<file path="config.mk">
export PLATFORM = sky130hd
export DESIGN_NAME = alu_arbiter
export DESIGN_NICKNAME = d
export VERILOG_FILES = /design/src/rtl/alu_arb_pkg.sv /design/src/rtl/rr_arb2.sv /design/src/rtl/alu_arbiter.sv
export SDC_FILE = /design/constraint.sdc
export NUM_CORES = 1
export LEC_CHECK = 0
export CORE_MARGIN = 5
export CORE_UTILIZATION = 36
export CTS_CLUSTER_DIAMETER = 200
export DETAILED_ROUTE_END_ITERATION = 7
export PLACE_DENSITY = 0.77
export SLEW_MARGIN = 0
export SYNTH_ARGS = -nofsm -noshare
export SYNTH_HDL_FRONTEND = slang
export SYNTH_SLANG_ARGS = --single-unit
</file>
<file path="constraint.sdc">
create_clock -name clk -period 1.7 [get_ports clk]
set_clock_uncertainty 0.15 [all_clocks]
set_input_delay 0.34 -clock clk [delete_from_list [all_inputs] [get_ports clk]]
set_output_delay 0.34 -clock clk [all_outputs]
set_load 0.01 [all_outputs]
</file>
<file path="src/rtl/alu_arb_pkg.sv">
// Shared encodings for the two-requester ALU arbiter: FSM states and grant ids.
package alu_arb_pkg;

  typedef enum logic [1:0] {
    IDLE = 2'd0,
    WAIT = 2'd1,
    RESP = 2'd2
  } state_t;

  typedef enum logic {
    GNT_REQ0 = 1'b0,
    GNT_REQ1 = 1'b1
  } gnt_id_t;

endpackage

</file>
<file path="src/rtl/rr_arb2.sv">
// Two-way arbiter: round-robin on contention by default.
// Define ALU_ARB_FIXED_PRIO_EN to make req0 always win (last_grant ignored).
module rr_arb2
  import alu_arb_pkg::*;
(
  input  logic valid0,
  input  logic valid1,
  input  logic last_grant,
  output logic gnt0,
  output logic gnt1
);

  // Grant decode: one-hot when any requester is valid, otherwise zero
  always_comb begin
    gnt0 = 1'b0;
    gnt1 = 1'b0;
`ifdef ALU_ARB_FIXED_PRIO_EN
    if (valid0) begin
      gnt0 = 1'b1;
    end else if (valid1) begin
      gnt1 = 1'b1;
    end else begin
      gnt0 = 1'b0;
    end
`else
    if (valid0 && valid1) begin
      // The requester that did not win last time goes first
      if (last_grant == GNT_REQ1) begin
        gnt0 = 1'b1;
      end else begin
        gnt1 = 1'b1;
      end
    end else if (valid0) begin
      gnt0 = 1'b1;
    end else if (valid1) begin
      gnt1 = 1'b1;
    end else begin
      gnt0 = 1'b0;
    end
`endif
  end

endmodule

</file>
<file path="src/rtl/alu_arbiter.sv">
// Shares one clocked ALU (latency LAT) between two valid/ready requesters.
// Contention policy lives in rr_arb2; ALU_ARB_FIXED_PRIO_EN selects fixed req0 priority.
module alu_arbiter
  import alu_arb_pkg::*;
#(
  parameter int N   = 10,
  parameter int FW  = 5,
  parameter int LAT = 1
) (
  input  logic             clk,
  input  logic             rst_n,
  input  logic             req0_valid,
  output logic             req0_ready,
  input  logic [N-1:0]     req0_a,
  input  logic [N-1:0]     req0_b,
  input  logic [FW-1:0]    req0_func,
  input  logic             req1_valid,
  output logic             req1_ready,
  input  logic [N-1:0]     req1_a,
  input  logic [N-1:0]     req1_b,
  input  logic [FW-1:0]    req1_func,
  output logic             rsp0_valid,
  input  logic             rsp0_ready,
  output logic             rsp1_valid,
  input  logic             rsp1_ready,
  output logic [N*N-1:0]   rsp_data,
  output logic [N-1:0]     alu_a,
  output logic [N-1:0]     alu_b,
  output logic [FW-1:0]    alu_func,
  input  logic [N*N-1:0]   alu_f,
  output logic             busy
);

  localparam int CW = $clog2(LAT + 1);
  localparam logic [CW-1:0] CNT_LOAD = CW'(LAT);
  localparam logic [CW-1:0] CNT_ONE  = CW'(1);
  localparam logic [CW-1:0] CNT_ZERO = CW'(0);

  state_t          state_r;
  state_t          state_nxt_s;
  logic [CW-1:0]   cnt_r;
  gnt_id_t         last_grant_r;
  logic [N-1:0]    alu_a_r;
  logic [N-1:0]    alu_b_r;
  logic [FW-1:0]   alu_func_r;
  logic [N*N-1:0]  rsp_data_r;
  logic            rsp0_valid_r;
  logic            rsp1_valid_r;
  logic            gnt0_s;
  logic            gnt1_s;
  logic            accept_s;
  logic            capture_s;
  logic            release_s;
  logic            rsp_hs_s;

  rr_arb2 u_arb (
    .valid0     (req0_valid),
    .valid1     (req1_valid),
    .last_grant (last_grant_r),
    .gnt0       (gnt0_s),
    .gnt1       (gnt1_s)
  );

  // Ready is only offered in IDLE and is forced low while reset is asserted
  assign req0_ready = rst_n && (state_r == IDLE) && gnt0_s;
  assign req1_ready = rst_n && (state_r == IDLE) && gnt1_s;

  // Only the winner's response handshake can release the result
  assign rsp_hs_s = (last_grant_r == GNT_REQ0) ? rsp0_ready : rsp1_ready;

  assign alu_a      = alu_a_r;
  assign alu_b      = alu_b_r;
  assign alu_func   = alu_func_r;
  assign rsp_data   = rsp_data_r;
  assign rsp0_valid = rsp0_valid_r;
  assign rsp1_valid = rsp1_valid_r;
  assign busy       = (state_r != IDLE);

  // Next-state and datapath strobes
  always_comb begin
    state_nxt_s = state_r;
    accept_s    = 1'b0;
    capture_s   = 1'b0;
    release_s   = 1'b0;
    case (state_r)
      IDLE: begin
        if (gnt0_s || gnt1_s) begin
          accept_s    = 1'b1;
          state_nxt_s = WAIT;
        end else begin
          state_nxt_s = IDLE;
        end
      end
      WAIT: begin
        if (cnt_r == CNT_ZERO) begin
          capture_s   = 1'b1;
          state_nxt_s = RESP;
        end else begin
          state_nxt_s = WAIT;
        end
      end
      RESP: begin
        if (rsp_hs_s) begin
          release_s   = 1'b1;
          state_nxt_s = IDLE;
        end else begin
          state_nxt_s = RESP;
        end
      end
      default: begin
        state_nxt_s = IDLE;
      end
    endcase
  end

  // State register
  always_ff @(posedge clk) begin
    if (!rst_n) begin
      state_r <= IDLE;
    end else begin
      state_r <= state_nxt_s;
    end
  end

  // Operand latch, grant memory and latency counter
  always_ff @(posedge clk) begin
    if (!rst_n) begin
      alu_a_r      <= {N{1'b0}};
      alu_b_r      <= {N{1'b0}};
      alu_func_r   <= {FW{1'b0}};
      last_grant_r <= GNT_REQ1;
      cnt_r        <= CNT_ZERO;
    end else if (accept_s) begin
      alu_a_r      <= gnt1_s ? req1_a    : req0_a;
      alu_b_r      <= gnt1_s ? req1_b    : req0_b;
      alu_func_r   <= gnt1_s ? req1_func : req0_func;
      last_grant_r <= gnt1_s ? GNT_REQ1  : GNT_REQ0;
      cnt_r        <= CNT_LOAD;
    end else if ((state_r == WAIT) && !capture_s) begin
      cnt_r <= cnt_r - CNT_ONE;
    end
  end

  // Result capture and per-requester response valids
  always_ff @(posedge clk) begin
    if (!rst_n) begin
      rsp_data_r   <= {(N*N){1'b0}};
      rsp0_valid_r <= 1'b0;
      rsp1_valid_r <= 1'b0;
    end else if (capture_s) begin
      rsp_data_r   <= alu_f;
      rsp0_valid_r <= (last_grant_r == GNT_REQ0);
      rsp1_valid_r <= (last_grant_r == GNT_REQ1);
    end else if (release_s) begin
      rsp0_valid_r <= 1'b0;
      rsp1_valid_r <= 1'b0;
    end
  end

endmodule

</file>
==> impl_metrics.csv <==
group,metric,value,unit
cts,ctsHtreeMaxLevel,4,
cells_and_area,fillers,1264,
route,wl,15.7,mm
timing,final-setup-viol-count,2,
placed_design,gp_congestion,0.818,
run_status,violations,"negative setup slack",
grt,grt_pass1_vias,4891,
power_and_ir_drop,ir_drop,0.000618,V
worst_setup_path,critPathCaptureType,"output pin",
timing,grt_setup_unrepaired,"true",
run_status,status,"finished with violations",
timing,slew_headroom,51.0,%
min_path,hp-class,"reg -> reg",
cells_and_area,antenna_cells,0,
route,drt_iter0_drc,268,
synth,synth.cell_area,0.00487,mm^2
timing,worst_slack,-44.0,ps
power_and_ir_drop,power,0.00859,W
synth,ys_types,25,
floorplan,die-area,0.0160,mm^2
timing,finalCriticalPeriod,1740,ps
synth,yosysWarnings,0,
timing,fin_setup_tns,-72.5,ps
worst_setup_path,worst_setup_path_start_kind,"primary input",
route,first_pass_iters,4,
power_and_ir_drop,cellLeakagePower,3.64,nW
worst_setup_path,critical_path_arrival,1250,ps
route,post-route-drc-count,0,
grt,grt_pass1_wl,24.4,mm
placed_design,dp_hpwl,11.4,mm
route,viasPerCell,4.72,
per-stage QoR:
stage	area (um^2)	hold WS (ps)
floorplan	4870	266
global placement	7940	291
CTS	8330	297
detailed placement	7940	296
finish	8340	297
global route	8340	315
area by class of cell:
cell class                      count  area, um^2  area share [%]
Clock buffer                       24         492            5.90
Inverter                            4        17.5           0.210
Multi-Input combinational cell    427        1990            23.9
Clock inverter                      5        52.6           0.630
Tap cell                          176         220            2.64
Timing Repair Buffer              309        2940            35.2
Sequential cell                   131        2630            31.5
worst max-delay path, cell delays in order:
cell and delay (ps):
clkdlybuf4s50_1 530, inv_4 60, nor3_2 170, buf_2 150
synth_stat cells (all sizes together):
master,number
and2,1
or3b,1
or2,1
nor2,1
a21bo,1
a21boi,1
dfxtp,131
buf,28
nor3,2
nor3b,2
inv,3
nand3b,1
clkinv,1
o32ai,1
nand3,4
a21oi,129
clkbuf,24
nand2,251
and3,1
o21ai,4
a311oi,25
mux2i,1
metal layers:
metal	share of wire, %	wire length (um)	vias up	GRT usage, %
met4	2.2	344	0	7.51
met5	0	0	-	0
met1	38	6020	2268	20.3
met3	11	1780	26	9.58
met2	48	7600	204	32.2
li1	-	-	2583	-
report_power, final:
part	total (W)	switching, W	internal [W]	leakage, nW
combinational	0.00177	0.000871	0.000901	2.30
clock	0.00334	0.00121	0.00213	0.268
sequential	0.00347	0.000126	0.00335	1.07
logic make-up after synthesis:
group / synth area share (%)
flops: 53.8
mux: 0.205
compound gates: 19.0
buf+inv: 5.90
simple gates: 21.0
registers in the layout, indices dropped and copies added (netlist names):
signal,count
alu_a,10
alu_b,10
alu_func,5
cnt_r,1
last_grant_r,1
rsp0_valid,1
rsp1_valid,1
rsp_data,100
state_r,2
final timing paths:
path / endpoint / cells past startpoint / slack (ps) / startpoint
max: req0_ready / 4 / -40 / rst_n
min reg2reg: rsp_data[83]$_SDFFE_PN0P_ / 2 / 300 / rsp_data[83]$_SDFFE_PN0P_
min: rsp_data[83]$_SDFFE_PN0P_ / 2 / 300 / rsp_data[83]$_SDFFE_PN0P_
max reg2reg: alu_a[1]$_SDFFE_PN0P_ / 5 / 110 / state_r[0]$_SDFF_PN0_
cell usage in the layout, fill, tap and decap left out, drive strengths merged:
| master | count |
|---|---|
| dlygate4sd2 | 129 |
| nor3b | 2 |
| clkinv | 3 |
| inv | 4 |
| buf | 27 |
| and2 | 1 |
| a21bo | 1 |
| nand2 | 251 |
| clkinvlp | 1 |
| a311oi | 25 |
| nand3b | 1 |
| o32ai | 1 |
| clkbuf | 24 |
| a21oi | 129 |
| a21boi | 1 |
| bufinv | 1 |
| or2 | 1 |
| nor3 | 2 |
| nand3 | 4 |
| o21ai | 4 |
| nor2 | 1 |
| clkdlybuf4s50 | 153 |
| dfxtp | 131 |
| or3b | 1 |
| mux2i | 1 |
| and3 | 1 |
timing repair:
item / in CTS / in global routing
buffers inserted: 0 / 0
gates resized: 147 / 3
pin swaps: 1 / 2
setup endpoints to repair: 130 / 17
gates cloned: 0 / 0
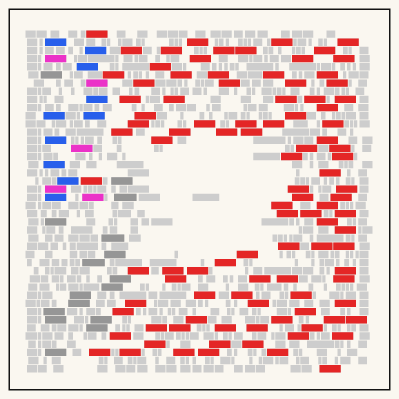
**Above:** register map, names as in the netlist.
Scale: 3 px per um. Other sequential cells in the stronger grey, the rest of the logic in the fainter grey.
Key: magenta = alu_func [sequential cells 5]; red = rsp_data [sequential cells 100]; blue = alu_b [sequential cells 10]
Another 16 sequential cells are not coloured.
sequential share of cell area: 31.5%
seq pwr: 0.00347 W
sequential standard cell area: 0.00263 mm^2

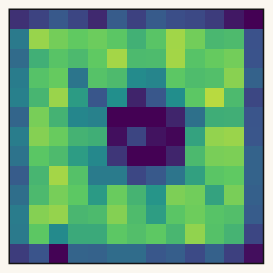
**Above:** cell area per tile.
Scale: 2 px per um. 13 x 13 tiles, from dark purple (low) to yellow (high), 0 to 100% covered.
4.7% of the tiles are nearly empty. The emptiest ninth of the die: centre. The mean over all tiles is 51%. 20% of the tiles are over 75% full. The fullest tile reaches 89%.
core area: 0.0132 mm^2
fp util: 36.8%
post-layout util: 62.9%

Power figures rest on the tool's default switching activity, not on a simulated workload.
